==> config.mk <==
export PLATFORM = sky130hd
export DESIGN_NAME = alu_result_packer_flat
export DESIGN_NICKNAME = d
export VERILOG_FILES = /design/src/rtl/alu_result_packer_if.sv /design/src/rtl/alu_result_packer.sv /design/src/flat_wrapper.sv
export SDC_FILE = /design/constraint.sdc
export NUM_CORES = 1
export LEC_CHECK = 0
export CAP_MARGIN = 5
export CORE_MARGIN = 4
export CORE_UTILIZATION = 40
export CTS_BUF_LIST = sky130_fd_sc_hd__clkbuf_8
export CTS_CLUSTER_SIZE = 24
export DETAILED_ROUTE_END_ITERATION = 12
export MAX_ROUTING_LAYER = met4
export PLACE_DENSITY = 0.82
export SETUP_SLACK_MARGIN = 0.2
export SLEW_MARGIN = 20
export SYNTH_ARGS = -nofsm -noshare
export SYNTH_HDL_FRONTEND = slang
export SYNTH_SLANG_ARGS = --single-unit
==> constraint.sdc <==
create_clock -name clk -period 4.2 [get_ports clk]
set_input_delay 1.05 -clock clk [delete_from_list [all_inputs] [get_ports clk]]
set_output_delay 1.05 -clock clk [all_outputs]
set_load 0.005 [all_outputs]
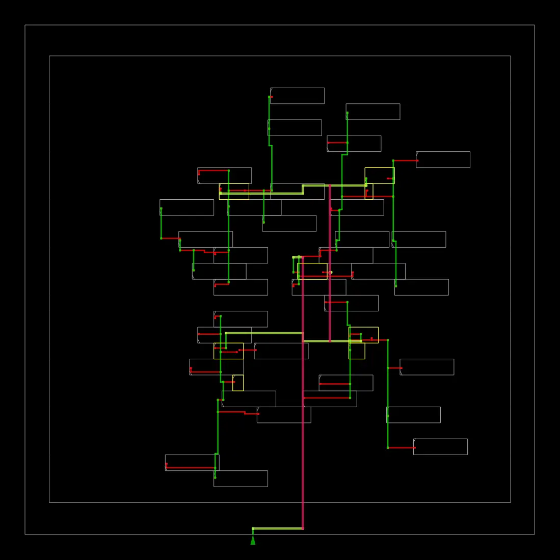
**Above:** run 1 (clock routing).
count of sequential standard cells: 35
source-to-sink clock delay at the later pin of the worst-skew pair: 0.29 ns
number of clock buffer instances in the layout: 5
Layout Skew: 0.00610 ns

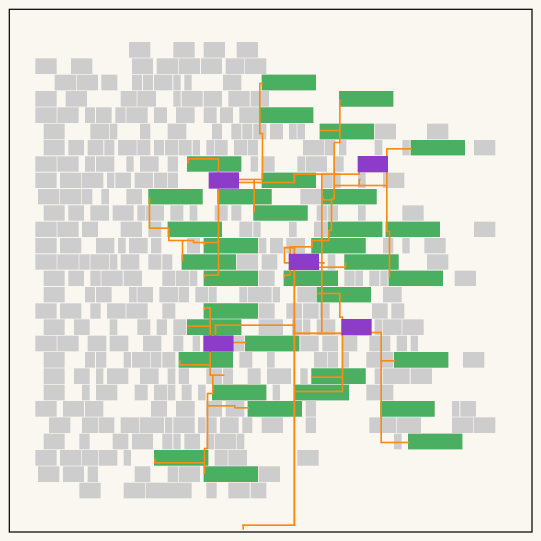
**Above:** run 1 (routed clock nets over the placement).
(6 px per um)
- green: flip-flops (count 35)
- purple: clock drivers (count 5)
- orange: clock wires (length 449 um)
- routed clock nets: 6
clk pwr: 235 uW
clock network power share: 15.2%

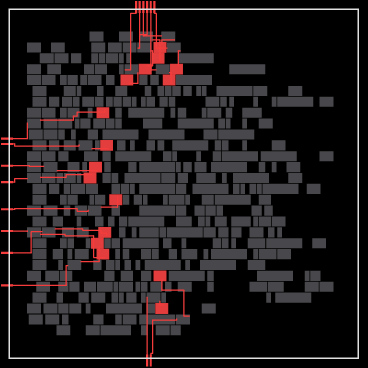
**Above:** run 1 (nets reached from selected ports).
(4 px per um)
- red: `bus_shift_out` (bits 16; direction input; edge 8 left, 6 top, 2 bottom; end cells 16; buffers 16; wire 346 um)
count of boundary I/O pins: 83
total of buffers placed on input and output ports: 82

==> out/metrics.json, run 1 <==
{
  "outcome": {"value": "completed"},
  "drt_first_pass_iters": {"value": 4},
  "tritoncts": {"value": "done"},
  "p_switching": {"value": 557, "unit": "uW"},
  "critical_path_cell_count": {"value": 4},
  "core": {"value": 0.00599, "unit": "mm2"},
  "worstSetupEndpointType": {"value": "register"},
  "largest_register_ffs": {"value": 16},
  "critPathTopFamily": {"value": "simple AND/OR/NAND/NOR gates"},
  "synthTopCellsByArea": {"value": "sky130_fd_sc_hd__dfrtp_1, sky130_fd_sc_hd__a22o_1, sky130_fd_sc_hd__and3b_1"},
  "critPathArrivalTime": {"value": 2.79, "unit": "ns"},
  "rrSetupSlack": {"value": 2.26, "unit": "ns"},
  "post_synthesis_instance_area": {"value": 0.00249, "unit": "mm2"},
  "layout_top_cell": {"value": "sky130_fd_sc_hd__clkdlybuf4s50_1"},
  "synth.cellmix.simpleShare": {"value": 22.6, "unit": "%"},
  "cp.required": {"value": 4.41, "unit": "ns"},
  "synth_nets": {"value": 366},
  "min-delay-path-class": {"value": "register to register"},
  "layout_top_cells": {"value": "sky130_fd_sc_hd__clkdlybuf4s50_1, sky130_fd_sc_hd__dfrtp_1, sky130_fd_sc_hd__inv_1, sky130_fd_sc_hd__o21ai_0, sky130_fd_sc_hd__nor2_1"},
  "vdd.ir_drop.worst": {"value": 211, "unit": "uV"},
  "seq_share": {"value": 26.0, "unit": "%"},
  "cts_htree_levels": {"value": 2},
  "maxClockFrequency": {"value": 387, "unit": "MHz"},
  "pre_cts_ws": {"value": 1.33, "unit": "ns"},
  "synthTopCellsByCount": {"value": "sky130_fd_sc_hd__dfrtp_1, sky130_fd_sc_hd__o21ai_0, sky130_fd_sc_hd__inv_1"},
  "layout.area.seq": {"value": 876, "unit": "um2"},
  "multi_input_combinational_area_share": {"value": 40.5, "unit": "%"},
  "global_route.usage.total": {"value": 17.3, "unit": "%"},
  "worst_path_max_delay_cell": {"value": "sky130_fd_sc_hd__nor2_1"},
  "power_frac_comb": {"value": 45.6, "unit": "%"},
  "synthesis.area_per_instance": {"value": 8.58, "unit": "um2"},
  "met1_routed_wirelength_after_detailed_routing": {"value": 2900, "unit": "um"},
  "final.setup.tns": {"value": 0, "unit": "ns"},
  "nMultiInputCombCells": {"value": 204},
  "post-route-min-period": {"value": 2.58, "unit": "ns"},
  "final.signal_inverter_count": {"value": 25},
  "post-synth-top-count-cell": {"value": "sky130_fd_sc_hd__dfrtp_1"},
  "pwr-share-seq": {"value": 39.2, "unit": "%"},
  "grt_overflow": {"value": 0},
  "taps": {"value": 75},
  "yosys.area.top_type": {"value": "sky130_fd_sc_hd__dfrtp_1"},
  "drtIter0Drc": {"value": 81}
}
**Run 1: placed cells, one colour a class**

(4 px per um) Fill, decap, tap and diode cells in grey.
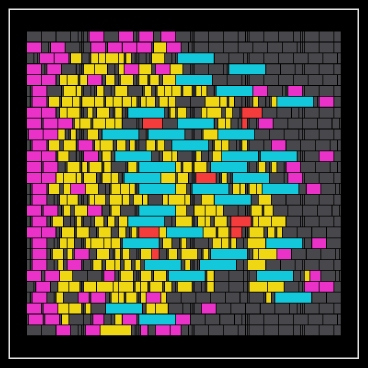

==> inputs of run 2 (changes only) <==
--- a/config.mk
+++ b/config.mk
@@ -12,7 +12,7 @@
 export CTS_CLUSTER_SIZE = 24
 export DETAILED_ROUTE_END_ITERATION = 12
 export MAX_ROUTING_LAYER = met4
-export PLACE_DENSITY = 0.82
+export PLACE_DENSITY = 0.85
 export SETUP_SLACK_MARGIN = 0.2
 export SLEW_MARGIN = 20
 export SYNTH_ARGS = -nofsm -noshare
==> constraint.sdc (replaced) <==
create_clock -name clk -period 2.3 [get_ports clk]
set_input_delay 0.575 -clock clk [delete_from_list [all_inputs] [get_ports clk]]
set_output_delay 0.575 -clock clk [all_outputs]
set_load 0.005 [all_outputs]
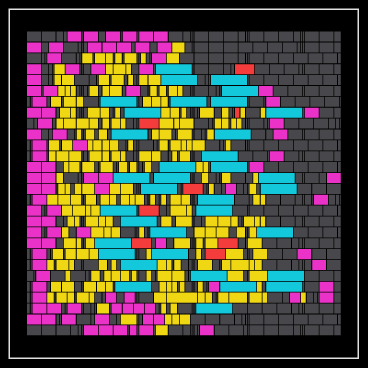
**Above:** run 2 (placed cells, one colour a class).
(4 px per um) Fill, decap, tap and diode cells in grey.
- cyan: sequential cells (cells 35; share of their area 26%)
- magenta: remaining buffers and delay cells (cells 94; share of their area 27%)
- yellow: combinational and other logic (cells 229; share of their area 44%)
- red: clock drivers and dummy loads (cells 8; share of their area 3.0%)
number of placement rows: 28
final standard cell area without fillers: 0.00343 mm2
end-of-flow core utilization: 57.3%
Seq/total area: 25.5%

==> run 2 against run 1 <==
Effect of this change:
- register-to-register slack got worse by 1.7 ns
- synthesized area unchanged
- critical path type unchanged
- power increased by 89%
- combinational power increased by 89%
- clock skew about the same
- hold slack improved by 0.0058 ns
- sequential power increased by 83%
- cell count increased by 1.6%
- sequential share of layout area decreased by 0.53 points
- critical path depth unchanged
==> out/metrics.json, run 2 <==
{
  "flop-count": {"value": 35},
  "layout.area.seq": {"value": 876, "unit": "um2"},
  "post-route-min-period": {"value": 1.93, "unit": "ns"},
  "outcome": {"value": "completed"},
  "p_switching": {"value": 1040, "unit": "uW"},
  "final.signal_inverter_count": {"value": 25},
  "synthesis.area_per_instance": {"value": 8.58, "unit": "um2"},
  "drtIter0Drc": {"value": 103},
  "rrSetupSlack": {"value": 0.54, "unit": "ns"},
  "global_route.usage.total": {"value": 17.7, "unit": "%"},
  "clock_buffers": {"value": 7},
  "clk-insertion-delay-late": {"value": 0.29, "unit": "ns"},
  "multi_input_combinational_area_share": {"value": 39.7, "unit": "%"},
  "largest_register_ffs": {"value": 16},
  "synthTopCellsByArea": {"value": "sky130_fd_sc_hd__dfrtp_1, sky130_fd_sc_hd__a22o_1, sky130_fd_sc_hd__and3b_1"},
  "met1_routed_wirelength_after_detailed_routing": {"value": 2930, "unit": "um"},
  "worstSetupEndpointType": {"value": "register"},
  "post_synthesis_instance_area": {"value": 0.00249, "unit": "mm2"},
  "pwr-share-seq": {"value": 38.1, "unit": "%"},
  "vdd.ir_drop.worst": {"value": 434, "unit": "uV"},
  "post-synth-top-count-cell": {"value": "sky130_fd_sc_hd__dfrtp_1"},
  "worst_path_max_delay_cell": {"value": "sky130_fd_sc_hd__clkdlybuf4s50_1"},
  "nMultiInputCombCells": {"value": 204},
  "taps": {"value": 75},
  "count_of_boundary_i_o_pins": {"value": 83},
  "io_buffers": {"value": 82},
  "layout_top_cell": {"value": "sky130_fd_sc_hd__clkdlybuf4s50_1"},
  "grt_overflow": {"value": 0},
  "synthTopCellsByCount": {"value": "sky130_fd_sc_hd__dfrtp_1, sky130_fd_sc_hd__o21ai_0, sky130_fd_sc_hd__inv_1"},
  "yosys.area.top_type": {"value": "sky130_fd_sc_hd__dfrtp_1"},
  "critical_path_cell_count": {"value": 4},
  "core": {"value": 0.00599, "unit": "mm2"},
  "tritoncts": {"value": "done"}
}
Power is estimated from default activity; no workload was simulated.
